Run 1, cell classes on the final placement:
Bar = 50 um.
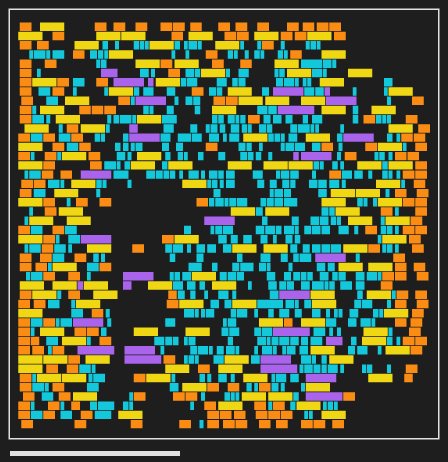
Run 1, wiring by layer:
Bar = 50 um. Two of the layers only.
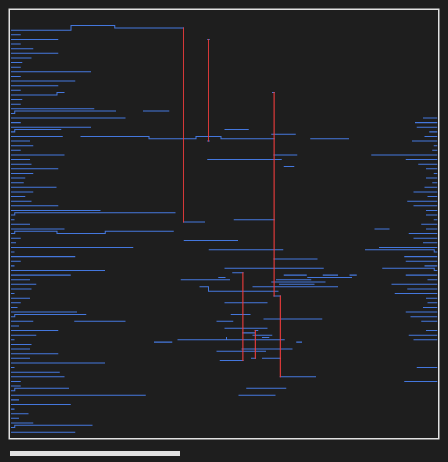
Run 1, sequential cells grouped by signal name:
Bar = 50 um. Other sequential cells in the stronger gray, the rest of the logic in the fainter gray.
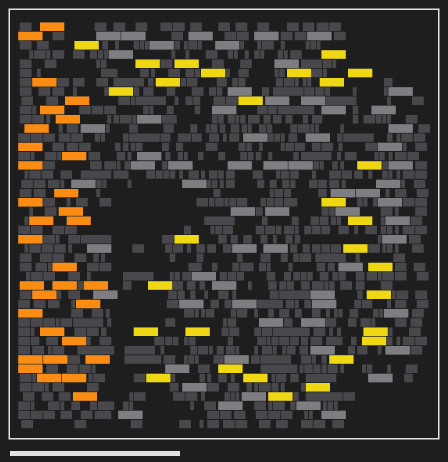
[config.mk]
export PLATFORM = sky130hd
export DESIGN_NAME = if_stage
export DESIGN_NICKNAME = d
export VERILOG_FILES = /design/src/rtl/if_stage.sv
export SDC_FILE = /design/constraint.sdc
export NUM_CORES = 1
export LEC_CHECK = 0
export ABC_CLOCK_PERIOD_IN_PS = 6500
export CORE_MARGIN = 2
export CORE_UTILIZATION = 40
export DETAILED_ROUTE_END_ITERATION = 10
export PLACE_DENSITY = 0.72
export REMOVE_ABC_BUFFERS = 1
export SLEW_MARGIN = 20
export SYNTH_ARGS = -nofsm -noshare
export SYNTH_HDL_FRONTEND = slang
export SYNTH_SLANG_ARGS = --single-unit
[constraint.sdc]
create_clock -name clk -period 6.5 [get_ports clk]
set_clock_uncertainty 0.2 [all_clocks]
set_input_delay 1.3 -clock clk [delete_from_list [all_inputs] [get_ports clk]]
set_output_delay 1.3 -clock clk [all_outputs]
set_load 0.05 [all_outputs]
[src/rtl/if_stage.sv]
// Instruction-fetch stage: PC register, fetch address to the combinational ROM, IF/ID register.
// Optional fetch-address check enabled by defining IF_ADDR_CHECK_EN.
module if_stage #(
   parameter logic [31:0] PC_RESET = 32'h0000_3000,
   parameter logic [31:0] IM_BASE  = 32'h0000_3000,
   parameter int          IM_WORDS = 4096
) (
   input  logic        clk,
   input  logic        reset,
   input  logic        stall,
   input  logic        redirect_valid,
   input  logic [31:0] redirect_pc,
   input  logic        flush_d,
   output logic [31:0] im_addr,
   input  logic [31:0] im_instr,
   output logic [31:0] instr_d,
   output logic [31:0] pc_d,
   output logic [31:0] pc8_d,
   output logic        valid_d,
   output logic        exc_d
);

   localparam logic [31:0] IM_LAST = IM_BASE + 32'(4 * IM_WORDS) - 32'd4;
`ifdef IF_ADDR_CHECK_EN
   localparam logic CHECK_EN = 1'b1;
`else
   localparam logic CHECK_EN = 1'b0;
`endif

   logic [31:0] pc_q, pc_nxt_d;
   logic [31:0] ifid_instr_q, ifid_instr_d;
   logic [31:0] ifid_pc_q, ifid_pc_d;
   logic [31:0] ifid_pc8_q, ifid_pc8_d;
   logic        ifid_valid_q, ifid_valid_d;
   logic        ifid_exc_q, ifid_exc_d;
   logic        bad_fetch;

   assign im_addr = pc_q;

   // Misaligned or outside the ROM window; folds to 0 when the check is disabled.
   assign bad_fetch = CHECK_EN &&
                      ((pc_q[1:0] != 2'b00) || (pc_q < IM_BASE) || (pc_q > IM_LAST));

   always_comb begin
      pc_nxt_d = pc_q + 32'd4;
      if (stall) begin
         pc_nxt_d = pc_q;
      end else if (redirect_valid) begin
         pc_nxt_d = redirect_pc;
      end
   end

   always_comb begin
      ifid_instr_d = ifid_instr_q;
      ifid_pc_d    = ifid_pc_q;
      ifid_pc8_d   = ifid_pc8_q;
      ifid_valid_d = ifid_valid_q;
      ifid_exc_d   = ifid_exc_q;
      if (flush_d) begin
         ifid_instr_d = 32'd0;
         ifid_pc_d    = pc_q;
         ifid_pc8_d   = pc_q + 32'd8;
         ifid_valid_d = 1'b0;
         ifid_exc_d   = 1'b0;
      end else if (!stall) begin
         // The delay-slot word is captured like any other; redirect never squashes it.
         ifid_instr_d = bad_fetch ? 32'd0 : im_instr;
         ifid_pc_d    = pc_q;
         ifid_pc8_d   = pc_q + 32'd8;
         ifid_valid_d = 1'b1;
         ifid_exc_d   = bad_fetch;
      end
   end

   always_ff @(posedge clk) begin
      if (reset) begin
         pc_q         <= PC_RESET;
         ifid_instr_q <= 32'd0;
         ifid_pc_q    <= PC_RESET;
         ifid_pc8_q   <= PC_RESET + 32'd8;
         ifid_valid_q <= 1'b0;
         ifid_exc_q   <= 1'b0;
      end else begin
         pc_q         <= pc_nxt_d;
         ifid_instr_q <= ifid_instr_d;
         ifid_pc_q    <= ifid_pc_d;
         ifid_pc8_q   <= ifid_pc8_d;
         ifid_valid_q <= ifid_valid_d;
         ifid_exc_q   <= ifid_exc_d;
      end
   end

   assign instr_d = ifid_instr_q;
   assign pc_d    = ifid_pc_q;
   assign pc8_d   = ifid_pc8_q;
   assign valid_d = ifid_valid_q;
   assign exc_d   = ifid_exc_q;

endmodule
==> flow_metrics.tcl, run 1 <==
# flow metrics
set metrics [dict create \
    routed.top_layer "met4" \
    root_buffer "clkbuf_16" \
    synth.logic.top_family "simple AND/OR/NAND/NOR gates" \
    ys_sh_aoi_pct 17.3 \
    preCtsSetupSlack_ns 2.61 \
    wl_met2_mm 8.46 \
    hpwl_mm 12.3 \
    largest_class "logic gates" \
    buf_share_pct 23.4 \
    numSynthFlops 126 \
    numCtsBuffers 17 \
    ys_sh_simple_pct 26.1 \
    reg2reg_from "im_addr[4]$_SDFFE_PP0N_" \
    layout_top_cells "clkdlybuf4s50_1 (195), dfxtp_1 (126), nand2_1 (97)" \
    cts_buffer_depth 2 \
    gp_congestion 0.865 \
    period_used_pct 53.5 \
    drtAntennaViolNets 0 \
    worst-r2r-cell-count 5 \
    status "complete, no violations" \
    cp.required_ns 5.00 \
    clkCellAreaFrac_pct 7.86 \
    io_pins 199 \
    gr-usage-met2_pct 36.0 \
    area_growth_pct 42.9 \
    crit_path_top_delay_cell "clkdlybuf4s50_1" \
    io_buffers 197 \
    holdBufCountCts 0 \
    num-clock-buffers 19 \
    netlist_area_um2 5950 \
    synth_top_cell_by_count "dfxtp_1" \
    max_freq_mhz 287 \
    post-cts-setup-buffer-count 0 \
    dr_wl_met3_mm 1.88 \
    overflow 0 \
    worstSetupStartpointType "flop" \
    worstHoldPathType "flop to flop" \
    period_needed_ns 3.48 \
    worst_pin_slew_ns 0.983 \
    cts.repair.resized 0 \
    ys_types 57 \
    max_cap_viol_count 0 \
    timing.slew.headroom_pct 34.3 \
    fp.dieW_um 126 \
    synth_top_area_share_pct 42.4 \
    ys_area_um2 5950 \
    top_power_group "clock" \
    flop_cell "dfxtp_1" \
]
About 'cell classes on the final placement':
legend:
  orange:
    class: other buffers and delay cells
    cells: 200
    share_of_their_area: 24%
  purple:
    class: clock drivers and dummy loads
    cells: 31
    share_of_their_area: 8.1%
  yellow:
    class: flip-flops
    cells: 126
    share_of_their_area: 30%
  cyan:
    class: all other logic
    cells: 521
    share_of_their_area: 37%
sequential share of cell area: 29.7%
post-route cell area: 8500 um^2
FP Rows: 44
core area: 14,500 um^2
final core occ: 58.5%

About 'wiring by layer':
legend:
  blue:
    layer: met3
    wire_length: 1,880 um
  red:
    layer: met4
    wire_length: 205 um
GRT Overall Usage: 23.3%
DRT Wirelength: 18.5 mm
vias: 5,907
DR WL/cell: 17.4 um

About 'sequential cells grouped by signal name':
legend:
  orange:
    signal: instr_d
    sequential_cells: 32
    where: a column on the left
  yellow:
    signal: pc8_d
    sequential_cells: 29
not colored: 65
seq pwr: 854 uW
FF+latch area: 2520 um^2

Run 1, gate-type map:
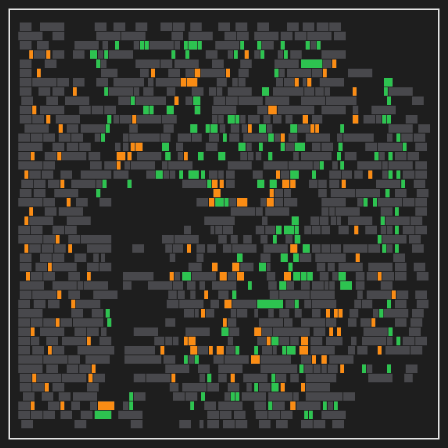

==> run 1 -> run 2 <==
--- a/config.mk
+++ b/config.mk
@@ -5,7 +5,7 @@
 export SDC_FILE = /design/constraint.sdc
 export NUM_CORES = 1
 export LEC_CHECK = 0
-export ABC_CLOCK_PERIOD_IN_PS = 6500
+export ABC_CLOCK_PERIOD_IN_PS = 3400
 export CORE_MARGIN = 2
 export CORE_UTILIZATION = 40
 export DETAILED_ROUTE_END_ITERATION = 10
==> constraint.sdc (replaced) <==
create_clock -name clk -period 3.4 [get_ports clk]
set_clock_uncertainty 0.2 [all_clocks]
set_input_delay 0.68 -clock clk [delete_from_list [all_inputs] [get_ports clk]]
set_output_delay 0.68 -clock clk [all_outputs]
set_load 0.05 [all_outputs]
Run 2, gate-type map:
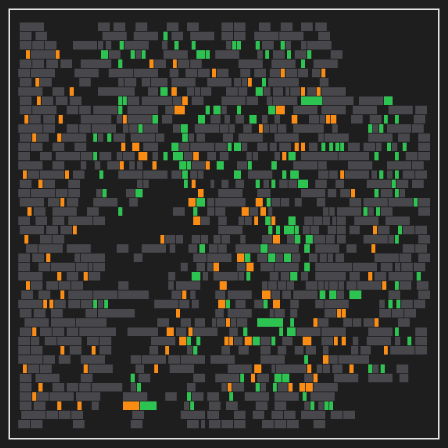
legend:
  green:
    family: NAND gates
    cells: 146
    most_used: nand2_1
    where: widely spread
  orange:
    family: NOR gates
    cells: 113
    most_used: nor2_1
    where: widely spread
Final Non-Filler Cells: 1,077
most frequent logic cell in the layout: clkdlybuf4s50_1
combinational share of cell area: 35.5%

==> run 2 against run 1 <==
  * Synthesized area stayed put
  * Synthesized cell count stayed put
  * Worst setup slack worse by 2.5 ns
  * Sequential share of layout area is 0.35 points lower
  * Total power is 90% higher
  * Flip-flop count stayed put
  * Non-clock buffer count is 14 higher
==> flow_metrics.tcl, run 2 <==
# flow metrics
set metrics [dict create \
    routed.top_layer "met4" \
    num-clock-buffers 18 \
    drtAntennaViolNets 0 \
    cp.required_ns 2.52 \
    ys_sh_simple_pct 26.1 \
    core-area_um2 14500 \
    synth.logic.top_family "simple AND/OR/NAND/NOR gates" \
    cts_buffer_depth 2 \
    pg_seq_uw 1630 \
    io_pins 199 \
    cts.repair.resized 0 \
    overflow 0 \
    worstSetupStartpointType "flop" \
    holdBufCountCts 0 \
    rows 44 \
    netlist_area_um2 5950 \
    vias 5933 \
    layout_top_cells "clkdlybuf4s50_1 (195), dfxtp_1 (126), nand2_1 (97)" \
    largest_class "logic gates" \
    clkCellAreaFrac_pct 7.62 \
    top_power_group "clock" \
    synth_top_area_share_pct 42.4 \
    fin_util_pct 59.2 \
    root_buffer "clkbuf_16" \
    worst-r2r-cell-count 5 \
    timing.slew.headroom_pct 52.7 \
    ff_latch_area_um2 2520 \
    numSynthFlops 126 \
    post-cts-setup-buffer-count 0 \
    worstHoldPathType "flop to flop" \
    hpwl_mm 12.9 \
    gp_congestion 0.905 \
    ys_types 57 \
    wl_per_cell_um 17.4 \
    final_cell_area_um2 8610 \
    io_buffers 197 \
    reg2reg_from "im_addr[3]$_SDFFE_PP0N_" \
    ys_area_um2 5950 \
    wl_met2_mm 8.36 \
    wirelength_mm 18.7 \
    status "complete, no violations" \
    clk-power_uw 2020 \
]
Run 2, cell classes on the final placement:
Bar = 50 um.
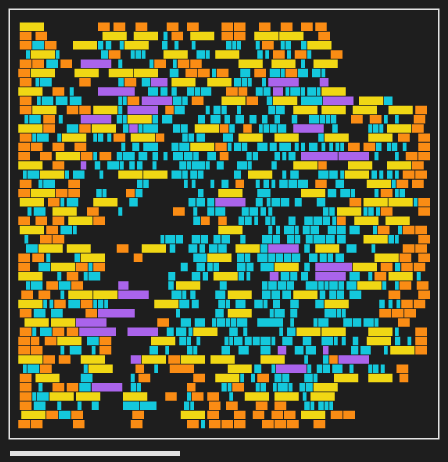

==> run 2 -> run 3 <==
--- a/config.mk
+++ b/config.mk
@@ -5,11 +5,11 @@
 export SDC_FILE = /design/constraint.sdc
 export NUM_CORES = 1
 export LEC_CHECK = 0
-export ABC_CLOCK_PERIOD_IN_PS = 3400
+export ABC_CLOCK_PERIOD_IN_PS = 2600
 export CORE_MARGIN = 2
 export CORE_UTILIZATION = 40
 export DETAILED_ROUTE_END_ITERATION = 10
-export PLACE_DENSITY = 0.72
+export PLACE_DENSITY = 0.75
 export REMOVE_ABC_BUFFERS = 1
 export SLEW_MARGIN = 20
 export SYNTH_ARGS = -nofsm -noshare
==> constraint.sdc (replaced) <==
create_clock -name clk -period 2.6 [get_ports clk]
set_clock_uncertainty 0.2 [all_clocks]
set_input_delay 0.52 -clock clk [delete_from_list [all_inputs] [get_ports clk]]
set_output_delay 0.52 -clock clk [all_outputs]
set_load 0.05 [all_outputs]
Run 3, cell classes on the final placement:
Bar = 50 um.
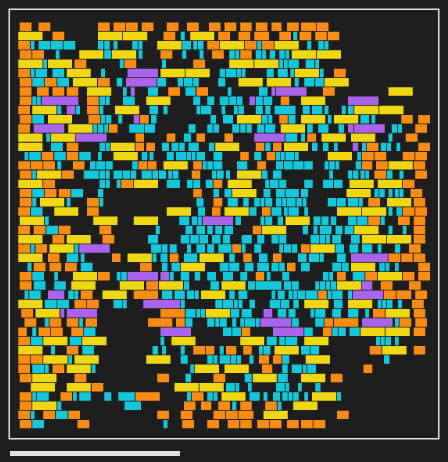
legend:
  yellow:
    class: flip-flops
    cells: 126
    share_of_their_area: 29%
  orange:
    class: other buffers and delay cells
    cells: 244
    share_of_their_area: 28%
  purple:
    class: clock drivers and dummy loads
    cells: 32
    share_of_their_area: 6.9%
  cyan:
    class: all other logic
    cells: 521
    share_of_their_area: 36%
final core occ: 60.7%
sequential share of cell area: 28.6%

==> run 3 against run 2 <==
  * Non-clock buffer count increased by 30
  * Total power rose by 26%
  * Worst setup slack lost 0.51 ns
  * Flip-flop count unchanged
  * Register-to-register slack got worse by 0.48 ns
  * First-iteration DRC count is 29% higher
  * Critical endpoint is now im_addr[10]
  * Clock power up 19%
  * Worst hold slack gained 0.0012 ns
  * Count of clock-buffer cells in the layout rose by 3
==> flow_metrics.tcl, run 3 <==
# flow metrics
set metrics [dict create \
    max_freq_mhz 390 \
    num-clock-buffers 21 \
    cp.required_ns 1.88 \
    ys_sh_simple_pct 26.1 \
    post-cts-setup-buffer-count 0 \
    synth_top_area_share_pct 42.4 \
    fp.dieW_um 126 \
    preCtsSetupSlack_ns 0.209 \
    netlist_area_um2 5950 \
    instances_no_fill 1108 \
    vias 6236 \
    top_power_group "clock" \
    overflow 0 \
    period_used_pct 98.5 \
    worst-r2r-cell-count 4 \
    numCtsBuffers 17 \
    io_buffers 197 \
    comb_share_pct 34.7 \
    wirelength_mm 19.5 \
    pg_seq_uw 2110 \
    holdBufCountCts 0 \
    drtAntennaViolNets 0 \
    clk-power_uw 2400 \
    status "complete, no violations" \
    gp_congestion 0.901 \
    wl_met2_mm 8.94 \
    hpwl_mm 13.7 \
    buf_share_pct 27.0 \
    ys_types 57 \
    worstSetupStartpointType "flop" \
    period_needed_ns 2.56 \
    final_cell_area_um2 8820 \
    timing.slew.headroom_pct 59.9 \
    io_pins 199 \
    worst_pin_slew_ns 0.596 \
]
Power and IR drop assume default switching activity.
